`src/rtl/hmmm_io_port.sv`:
```
// hmmm_io_port: device-side responder for the HMMM core's IOWaiting/IOReady
// handshake. A read gathers two host bytes into a 16-bit word for the core.
// A write splits the core's 16-bit word into two host bytes.
// MSB_FIRST selects the byte order on both host streams.
module hmmm_io_port #(
  parameter bit MSB_FIRST = 1'b1
) (
  input  logic        clk,
  input  logic        reset,
  input  logic        IOWaiting,
  input  logic        IODir,
  input  logic [15:0] IOWData,
  output logic [15:0] IORData,
  output logic        IOReady,
  input  logic [7:0]  RxData,
  input  logic        RxValid,
  output logic        RxReady,
  output logic [7:0]  TxData,
  output logic        TxValid,
  input  logic        TxReady,
  output logic        Busy
);

  typedef enum logic [2:0] {
    IDLE,
    RX_FIRST,
    RX_SECOND,
    TX_FIRST,
    TX_SECOND,
    DONE
  } state_t;

  state_t      state;
  logic [7:0]  rx_stage;  // first received byte, held until the second arrives
  logic [15:0] tx_hold;   // write word captured when the request is accepted

  // Sequencer: every output is a register, loaded together with the state
  // it belongs to, so no host-side or core-side input reaches an output
  // combinationally.
  always_ff @(posedge clk) begin
    // NOTE: state and output registers are all assigned with <=, so each
    // branch reads the values from before this edge. Reset sits first in
    // the block, so it overrides any handshake that lands on the same edge.
    if (reset) begin
      state    <= IDLE;
      rx_stage <= '0;
      tx_hold  <= '0;
      IORData  <= '0;
      IOReady  <= 1'b0;
      RxReady  <= 1'b0;
      TxValid  <= 1'b0;
      TxData   <= '0;
      Busy     <= 1'b0;
    end else begin
      IOReady <= 1'b0;
      unique case (state)
        IDLE: begin
          if (IOWaiting) begin
            Busy <= 1'b1;
            if (!IODir) begin
              state   <= RX_FIRST;
              RxReady <= 1'b1;
            end else begin
              state   <= TX_FIRST;
              tx_hold <= IOWData;
              TxValid <= 1'b1;
              TxData  <= MSB_FIRST ? IOWData[15:8] : IOWData[7:0];
            end
          end
        end

        RX_FIRST: begin
          if (RxValid) begin
            rx_stage <= RxData;
            state    <= RX_SECOND;
          end
        end

        RX_SECOND: begin
          if (RxValid) begin
            // Publish the whole word only once both bytes are in hand.
            IORData <= MSB_FIRST ? {rx_stage, RxData} : {RxData, rx_stage};
            RxReady <= 1'b0;
            IOReady <= 1'b1;
            state   <= DONE;
          end
        end

        TX_FIRST: begin
          if (TxReady) begin
            TxData <= MSB_FIRST ? tx_hold[7:0] : tx_hold[15:8];
            state  <= TX_SECOND;
          end
        end

        TX_SECOND: begin
          if (TxReady) begin
            TxValid <= 1'b0;
            IOReady <= 1'b1;
            state   <= DONE;
          end
        end

        DONE: begin
          // The core drops IOWaiting after seeing IOReady, so IDLE is safe.
          Busy  <= 1'b0;
          state <= IDLE;
        end

        default: begin
          state   <= IDLE;
          RxReady <= 1'b0;
          TxValid <= 1'b0;
          Busy    <= 1'b0;
        end
      endcase
    end
  end

endmodule
```
`config.mk`:
```
export PLATFORM = sky130hd
export DESIGN_NAME = hmmm_io_port
export DESIGN_NICKNAME = d
export VERILOG_FILES = /design/src/rtl/hmmm_io_port.sv
export SDC_FILE = /design/constraint.sdc
export NUM_CORES = 1
export LEC_CHECK = 0
export ABC_AREA = 1
export CORE_MARGIN = 1
export CORE_UTILIZATION = 34
export DETAILED_ROUTE_END_ITERATION = 16
export HOLD_SLACK_MARGIN = 0.03
export RECOVER_POWER = 25
export SYNTH_ARGS = -nofsm -noshare
export SYNTH_HDL_FRONTEND = slang
export SYNTH_SLANG_ARGS = --single-unit
```
`constraint.sdc`:
```
create_clock -name clk -period 3.8 [get_ports clk]
set_input_delay 0.95 -clock clk [delete_from_list [all_inputs] [get_ports clk]]
set_output_delay 0.95 -clock clk [all_outputs]
set_load 0.01 [all_outputs]
```
run_1/detail.png
Region (43, 4) to (73, 34) um. Cells in grey, sequential cells in the stronger grey; small squares are vias.
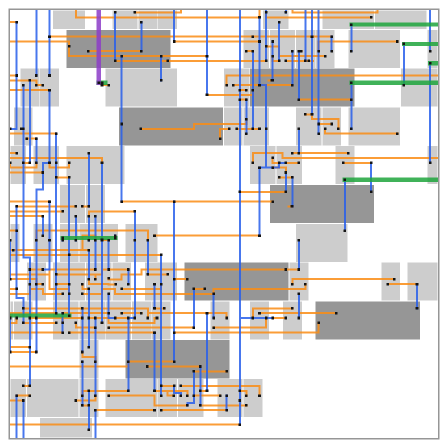
purple -> metal 4
green -> metal 3
blue -> metal 2
orange -> metal 1
netlist names of flops here include = tx_hold (3)
cells with their middle in the window = 63
sequential cells in the window = 7
most frequent = nand2_1 (11)

run_1/clocks.png
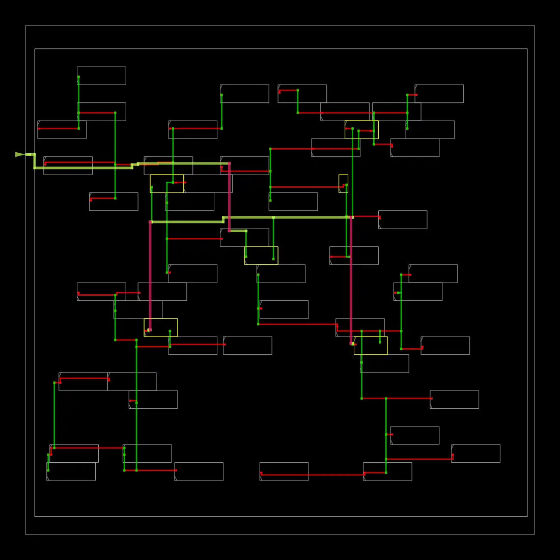
clkbuf count: 6
flop count: 47
final clock skew: 0.00299 ns

run_1/clk_routes.png
Scale bar: 20 um.
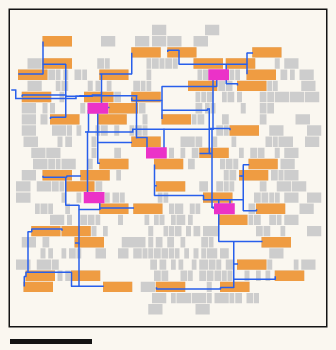
orange -> flip-flops  # count 47
magenta -> clock drivers  # count 5
blue -> clock wires  # length 565 um
routed clock nets = 6
Skew-Pair Late Insertion Delay: 0.29 ns
clock power share: 0.178
P_clk: 275 uW

==> flow_summary.ini, run 1 <==
; generated from flow reports
[synth]
yosys.stat.seqShare = 0.492
ys_chip_area_mm2 = 0.00191
syn_area_mm2 = 0.00191
ys_cells = 264
synth_cell_types = 20
yosys.cell_count.top_type = nor2_1
top_cells_by_count = nor2_1 (78), dfxtp_1 (47), o21ai_0 (34)
fp_nets = 294
edf_count = 0
ys.flop_type = dfxtp_1
async_reset_ff_frac = 0
yosys_warnings = 0
synthCells = 264
yosysTopAreaCellShare = 0.492
largest_area_cell = dfxtp_1
avgSynthCellArea_um2 = 7.24
ys_top_cells_by_area = dfxtp_1 (49%), nor2_1 (15%), o21ai_0 (8.9%)

[power_and_ir_drop]
sequentialPower_uw = 684
power.static_leakage_nw = 1.14
combPwrFrac = 0.377
powerComb_uw = 581
p_sw_frac = 0.360
pwr-share-seq = 0.444
power_leader = sequential cells
switchingPower_uw = 554
internal-power_uw = 986
p_total_mw = 1.54
power_density_mw_per_mm2 = 591
peakVddDrop_v = 0.000236

[setup_path]
arrival_ns = 2.71
reg2reg_from = state[2]$_SDFFE_PP0P_
reg2reg_depth = 8
crit_buf_inv = 3
r2r_setup_slack_ns = 2.18
critical_path_peak_fanout = 19
path_class = in -> reg
crit_end = tx_hold[5]$_SDFFE_PP0P_
critPathCaptureType = flop
slowest_delay_ns = 0.59
worstSetupStartpoint = reset
worst-path-stages = 5
r2r_end = TxData[2]$_SDFFE_PP0P_
start_kind = input pin
crit_chain = dlygate4sd3_1 -> inv_1 -> clkbuf_1 -> o21ai_0 -> a21oi_1
crit_required_ns = 4.03
path_delay_family = buffers and inverters
crit_path_top_delay_cell = dlygate4sd3_1

[timing]
hold_viol = 0
totalNegativeSetupSlack_ns = 0
worst_pin_slew_ns = 0.551
slew_viol_final = 0
whs_ns = 0.455
fin_crit_sh = 0.653
rsz0062_at_grt = false
relSlewSlack = 0.633
timing.final.ws_setup_ns = 1.32
max_freq_ghz = 0.403
fin_crit_ns = 2.48
finalSetupViolCount = 0

[route]
dr.pass1.iters = 4
drt_first_iter_violations = 100
drcViolationCount = 0
wl_per_cell_um = 11.8
num_vias = 1814
wl_um = 4620
vias_per_cell = 4.64

[layout]
area.combinational_um2 = 832
largest_register_ff_count = 16
seq_share = 0.361
syn_to_final_growth_pct = 36.3
top_register = IORData
final_util = 0.494
layout_top_cells = nor2_1 (78), dfxtp_1 (47), clkdlybuf4s50_1 (44), o21ai_0 (34), nand2_1 (24)
comb.multi_input.count = 186
postLayoutCellArea_mm2 = 0.00261
inverters_excl_clock = 22
lay_top_count = nor2_1
diodes = 0
layout-drive-gt1-share = 0.0623
nets = 352
finalNonFillerCells = 391
buf_share = 0.226
largestClassByArea = sequential cells
clk_share = 0.0279
nNonClkBuffers = 60
comb_share = 0.319
seq_area_um2 = 941
fill_cells = 559

[placed_design]
placed_cells = 385
routabilityCongestion = 0.889
place_area_mm2 = 0.00254
port_buffers = 57
pre_cts_ws_ns = 1.33
dpl.hpwl_um = 3170

[clock_tree]
cts_tree = yes
cts_buffer_depth = 2
h-tree-depth = 2
clock-sinks = 47
cts_buffers = 5
path_clk_slew_ns = 0.08
root_buffer = clkbuf_8
cts_resized = 0
ctsHoldBuffers = 0
postCtsSetupRepairBufs = 0

[floorplanning]
die_y_um = 77.0
die_x_um = 77.0
io_pins = 58
die-area_mm2 = 0.00592
taps = 70
fp-row-count = 26
core_mm2 = 0.00527

[worst_hold_path]
holdCritStartpoint = tx_hold[5]$_SDFFE_PP0P_
hold_end = tx_hold[5]$_SDFFE_PP0P_
min_path_cells = 2
hold_path_class = reg -> reg

[grt]
grt_pass1_wl_um = 7800
grt_max_degree = 20
track_usage = 0.163
antenna_found_initial = 0
grt_overflow = 0
grt_pass1_vias = 1691

[run]
openroad.warnings = 26
max_cap_viol_count = 0

[status]
outcome = complete, no violations
run 1: metal layers:
layer / vias up / routed length, um / share of wire / track usage
met3: 6 / 326 / 0.071 / 0.0452
li1: 961 / - / - / -
met1: 788 / 2310 / 0.50 / 0.215
met4: 0 / 45 / 0.0097 / 0.0519
met2: 59 / 1940 / 0.42 / 0.256
met5: - / 0 / 0 / 0
run 1: cell families (layout without fill, tap and decap cells):
family	Yosys count	in the layout	synth area share
AND-OR/OR-AND	65	65	0.170
buffers and inverters	31	88	0.0720
flip-flops	47	47	0.492
AND/OR/NAND/NOR	121	121	0.265
run 1: worst reg2reg max path: cells and delay by family (launching register included):
| family | cells | cell delay (ns) |
|---|---|---|
| simple gates | 6 | 0.71 |
| flops | 1 | 0.53 |
| buf+inv | 2 | 0.33 |
run_1/flops_by_reg.png
Scale bar: 20 um. Other sequential cells in the stronger grey, the rest of the logic in the fainter grey.
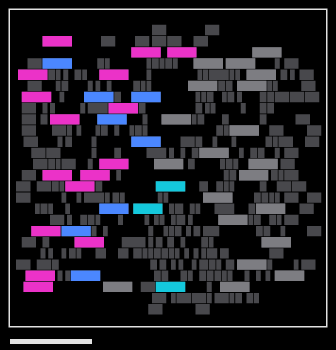

==> inputs of run 2 (changes only) <==
==> constraint.sdc (replaced) <==
create_clock -name clk -period 2.29 [get_ports clk]
set_input_delay 0.5725 -clock clk [delete_from_list [all_inputs] [get_ports clk]]
set_output_delay 0.5725 -clock clk [all_outputs]
set_load 0.01 [all_outputs]
run_2/flops_by_reg.png
Scale bar: 20 um. Other sequential cells in the stronger grey, the rest of the logic in the fainter grey.
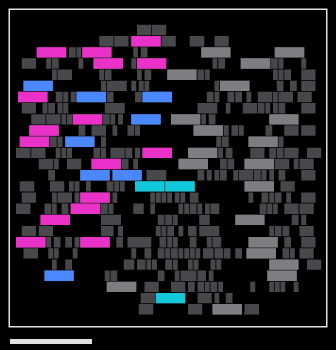
blue -> rx_stage  # placed flops 8
cyan -> state  # placed flops 3
magenta -> IORData  # placed flops 16
not coloured = 20
Final Util: 0.500
FF+latch area: 941 um2
seq pwr: 1.13 mW
Seq/total area: 0.357

run_2/sizes.png
Scale bar: 20 um.
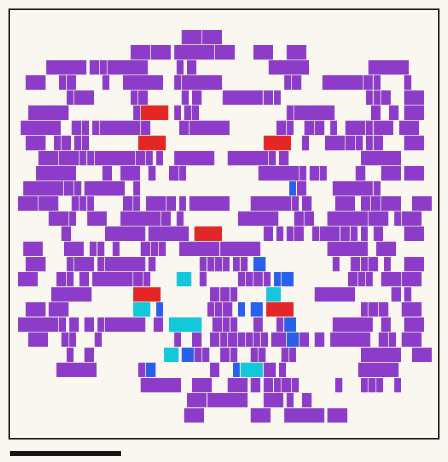
cyan -> _3 and _4 cells  # cells 6, share 1.9%
blue -> _2 cells  # cells 12, share 3.7%
purple -> _0 and _1 cells  # cells 299, share 93%
red -> _6 and larger  # cells 6, share 1.9%
Final WS setup: 0.371 ns
post-route cell area: 0.00263 mm2

==> run 2 against run 1 <==
  * Power up 72%
  * Wire length down 0.71%
  * Core utilization up 0.52 points
  * Combinational power up 69%
  * Die area unchanged
==> flow_summary.ini, run 2 <==
; generated from flow reports
[route]
dr.pass1.iters = 4
wl_met3_um = 398
vias_per_cell = 4.61
drt_first_iter_violations = 133
highest_layer = met4
num_vias = 1812
drcViolationCount = 0
dr_wl_met2_um = 1840
wl_um = 4590
wl_met1_um = 2330
wl_per_cell_um = 11.7

[setup_path]
crit_buf_inv = 3
crit_end = tx_hold[5]$_SDFFE_PP0P_
crit_chain = clkdlybuf4s50_1 -> inv_1 -> clkbuf_2 -> o21ai_0 -> a21oi_1
r2r_setup_slack_ns = 0.59
start_kind = input pin
crit_required_ns = 2.52
worst-path-stages = 5
path_delay_family = buffers and inverters
reg2reg_depth = 8
worstSetupStartpoint = reset
critPathCaptureType = flop
r2r_end = TxData[6]$_SDFFE_PP0P_
reg2reg_from = state[2]$_SDFFE_PP0P_
crit_path_top_delay_cell = clkbuf_2
path_class = in -> reg
slowest_delay_ns = 0.59
arrival_ns = 2.15
critical_path_peak_fanout = 44

[layout]
layout-drive-gt1-share = 0.0743
comb_share = 0.316
buf_share = 0.224
comb.multi_input.count = 186
syn_to_final_growth_pct = 37.8
fill_cells = 536
seq_cells = 47
finalNonFillerCells = 393
inverters_excl_clock = 22
area.combinational_um2 = 832
layout_top_cells = nor2_1 (78), clkdlybuf4s50_1 (56), dfxtp_1 (47), o21ai_0 (36), nand2_1 (24)
lay_top_count = nor2_1
nets = 352
largestClassByArea = sequential cells
diodes = 0
nNonClkBuffers = 60
nClkBuffers = 6
largest_register_ff_count = 16

[placed_design]
port_buffers = 57
routabilityCongestion = 0.867
pre_cts_ws_ns = 0.146
place_area_mm2 = 0.00254
dpl.hpwl_um = 3020
placed_cells = 385

[synth]
fp_nets = 294
largest_area_cell = dfxtp_1
yosysTopAreaCellShare = 0.492
synth_cell_types = 20
async_reset_ff_frac = 0
ys_chip_area_mm2 = 0.00191
top_cells_by_count = nor2_1 (78), dfxtp_1 (47), o21ai_0 (34)
syn_area_mm2 = 0.00191
synth_flops = 47
ys.flop_type = dfxtp_1
edf_count = 0
yosys.stat.seqShare = 0.492
ys_cells = 264
avgSynthCellArea_um2 = 7.24
ys_top_cells_by_area = dfxtp_1 (49%), nor2_1 (15%), o21ai_0 (8.9%)
synthCells = 264
yosys.cell_count.top_type = nor2_1

[timing]
rsz0062_at_grt = false
totalNegativeSetupSlack_ns = 0
whs_ns = 0.460
max_freq_ghz = 0.521
worst_pin_slew_ns = 0.754
finalSetupViolCount = 0
hold_viol = 0
skew_ns = 0.00637
fin_crit_ns = 1.92
relSlewSlack = 0.497
slew_viol_final = 0
fin_crit_sh = 0.838

[worst_hold_path]
min_path_cells = 2
holdCritStartpoint = tx_hold[6]$_SDFFE_PP0P_
hold_path_class = reg -> reg
hold_end = tx_hold[6]$_SDFFE_PP0P_

[grt]
antenna_found_initial = 0
top_usage_layer = met2
grt_max_degree = 45
grt_pass1_vias = 1692
grt.met3_usage = 0.0583
grtUsageMet2 = 0.254
track_usage = 0.162
use_met1 = 0.211
grt_pass1_wl_um = 7750

[clock_tree]
h-tree-depth = 2
cts_resized = 0
root_buffer = clkbuf_8
clock-sinks = 47
cts_buffer_depth = 2
ctsHoldBuffers = 0
path_clk_slew_ns = 0.09
cts_tree = yes
cts_buffers = 5

[floorplanning]
io_pins = 58
die-area_mm2 = 0.00592
die_y_um = 77.0
fp-row-count = 26
core_mm2 = 0.00527
taps = 70
die_x_um = 77.0

[run]
openroad.warnings = 26
max_cap_viol_count = 0

[power_and_ir_drop]
power_density_mw_per_mm2 = 1010
p_total_mw = 2.65
peakVddDrop_v = 0.000370
power.static_leakage_nw = 1.12

[status]
outcome = complete, no violations
[run 2: cell types whose count changed in the layout (fill, tap and decap cells not counted), moves of 2 or more]
| cell | previous run | this run |
|---|---|---|
| clkdlybuf4s50_1 | 44 | 56 |
| clkbuf_1 | 2 | 0 |
| o21ai_1 | 20 | 18 |
| dlygate4sd3_1 | 13 | 1 |
| o21ai_0 | 34 | 36 |
[run 2: kinds of logic after synthesis]
logic type / count (synthesis) / share of synthesized area
simple gates: 121 / 0.265
flops: 47 / 0.492
compound gates: 65 / 0.170
buf+inv: 31 / 0.0720
[run 2: report_power, final]
part	switching, mW	leakage [nW]	internal, mW
sequential	0.121	0.384	1.01
combinational	0.548	0.687	0.436
clock	0.284	0.0474	0.247
run_2/clocks.png
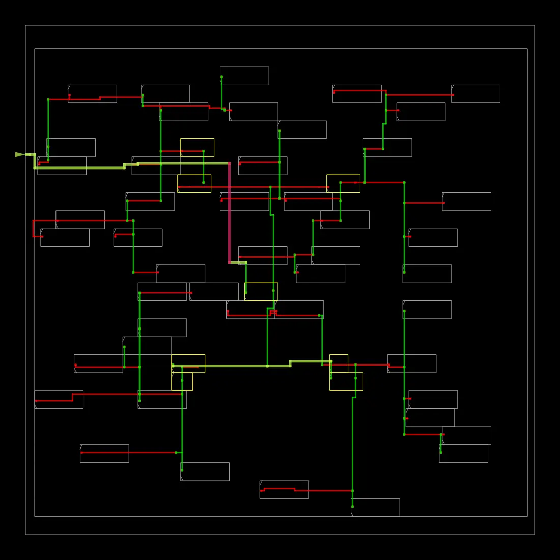

==> inputs of run 3 (changes only) <==
==> constraint.sdc (replaced) <==
create_clock -name clk -period 1.9 [get_ports clk]
set_input_delay 0.475 -clock clk [delete_from_list [all_inputs] [get_ports clk]]
set_output_delay 0.475 -clock clk [all_outputs]
set_load 0.01 [all_outputs]
run_3/clocks.png
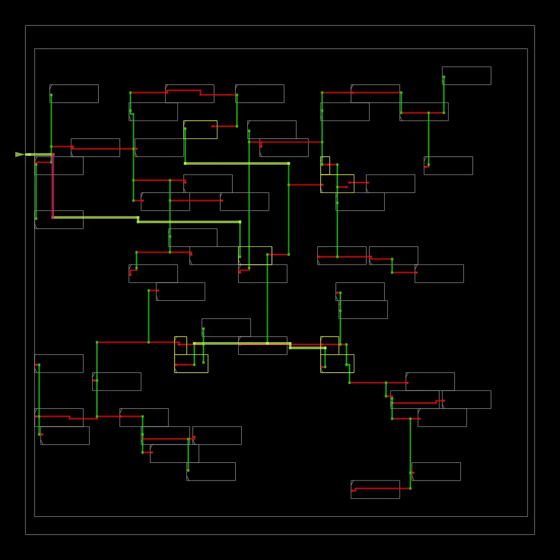
CTS Buf Count: 5
P_clk: 578 uW

run_3/flops_by_reg.png
Scale bar: 20 um. Other sequential cells in the stronger grey, the rest of the logic in the fainter grey.
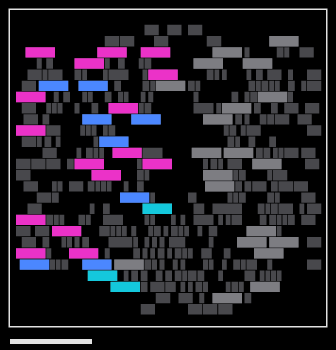
blue -> rx_stage  # placed flops 8
cyan -> state  # placed flops 3
magenta -> IORData  # placed flops 16
not coloured = 20
Final Util: 0.503
Seq/total area: 0.355
seq pwr: 1.35 mW

==> run 3 against run 2 <==
  * Global-route usage grew 0.31 points
  * Worst setup slack got worse by 0.16 ns
  * Die area unchanged
  * Combinational power rose by 25%
  * Via count up 2.8%
  * Sequential share of layout area decreased by 0.24 points
  * Synthesized area did not move
  * Hold slack got worse by 0.0065 ns
  * Critical path depth down 4
  * Non-clock buffer count increased by 4
  * Design area increased by 0.67%
==> flow_summary.ini, run 3 <==
; generated from flow reports
[route]
num_vias = 1863
drcViolationCount = 0
wl_met3_um = 388
dr_wl_met2_um = 1870
highest_layer = met4
wl_per_cell_um = 11.6
vias_per_cell = 4.69
wl_met1_um = 2320
drt_first_iter_violations = 92

[synth]
ys_sh_mux = 0
avgSynthCellArea_um2 = 7.24
async_reset_ff_frac = 0
fp_nets = 294
syn_area_mm2 = 0.00191
largest_area_cell = dfxtp_1
synth_cell_types = 20
synth_flops = 47
top_logic_kind = simple AND/OR/NAND/NOR gates
aoi_share = 0.170
ys_sh_simple = 0.265
ys_sh_xor = 0
ys_cells = 264
edf_count = 0
fa_ha_area_frac = 0
synthCells = 264
ys_top_cells_by_area = dfxtp_1 (49%), nor2_1 (15%), o21ai_0 (8.9%)
ys_chip_area_mm2 = 0.00191
top_cells_by_count = nor2_1 (78), dfxtp_1 (47), o21ai_0 (34)
yosysTopAreaCellShare = 0.492
yosys.cell_count.top_type = nor2_1

[setup_path]
worst-path-stages = 1
crit_required_ns = 1.42
critPathCaptureType = output pin
crit_chain = clkdlybuf4s50_1
arrival_ns = 1.21
path_class = reg -> out
path_delay_family = buffers and inverters
reg2reg_depth = 7
critical_path_peak_fanout = 2
crit_path_top_delay_cell = clkdlybuf4s50_1
start_kind = flop

[placed_design]
place_area_mm2 = 0.00258
port_buffers = 57
routabilityCongestion = 0.872
placed_cells = 389
pre_cts_ws_ns = 0.0904
dpl.hpwl_um = 3180

[power_and_ir_drop]
combPwrFrac = 0.390
power.static_leakage_nw = 1.13
pwr-share-seq = 0.427
powerComb_mw = 1.23
peakVddDrop_v = 0.000573
power_density_mw_per_mm2 = 1190
p_sw_frac = 0.357

[layout]
largest_register_ff_count = 16
layout-drive-gt1-share = 0.0642
nets = 356
layout_top_cells = nor2_1 (81), clkdlybuf4s50_1 (55), dfxtp_1 (47), o21ai_0 (34), nand2_1 (25)
postLayoutCellArea_mm2 = 0.00265
lay_top_count = nor2_1
diodes = 0

[timing]
totalNegativeSetupSlack_ns = 0
skew_ns = 0.00907
worst_pin_slew_ns = 0.541
finalSetupViolCount = 0
max_freq_ghz = 0.593
timing.final.ws_setup_ns = 0.215
slew_viol_final = 0
hold_viol = 0
relSlewSlack = 0.639
fin_crit_ns = 1.69
fin_crit_sh = 0.887

[floorplanning]
core_mm2 = 0.00527
die-area_mm2 = 0.00592
io_pins = 58
die_y_um = 77.0
fp-row-count = 26
die_x_um = 77.0

[clock_tree]
path_clk_slew_ns = 0.09
cts_tree = yes
h-tree-depth = 2
clock-sinks = 47
ctsHoldBuffers = 0
cts_resized = 0
cts_buffer_depth = 2
root_buffer = clkbuf_8

[grt]
top_usage_layer = met2
grt_max_degree = 28
grt.met3_usage = 0.0524
track_usage = 0.166
grt_pass1_wl_um = 8010
antenna_found_initial = 0
grt_pass1_vias = 1761
grtUsageMet2 = 0.247
use_met1 = 0.229

[run]
max_cap_viol_count = 0
openroad.warnings = 26

[status]
outcome = complete, no violations
[run 3: cell type report]
cell class / count / area, um2
Clock buffer: 6 / 72.6
Clock inverter: 2 / 12.5
Fill cell: 533 / 2620
Inverter: 22 / 82.6
Multi-Input combinational cell: 186 / 822
Sequential cell: 47 / 941
Tap cell: 70 / 87.6
Timing Repair Buffer: 64 / 632
[run 3: worst paths after layout]
kind | startpoint | slack [ns] | end
worst max-delay path | IORData[1]$_SDFFE_PP0P_ | 0.21 | IORData[1]
worst min-delay path | tx_hold[1]$_SDFFE_PP0P_ | 0.45 | tx_hold[1]$_SDFFE_PP0P_
worst max register to register | state[0]$_SDFFE_PP0P_ | 0.31 | tx_hold[7]$_SDFFE_PP0P_
worst min register to register | tx_hold[1]$_SDFFE_PP0P_ | 0.45 | tx_hold[1]$_SDFFE_PP0P_
No activity file was given, so power comes from the tool's default toggle rates.
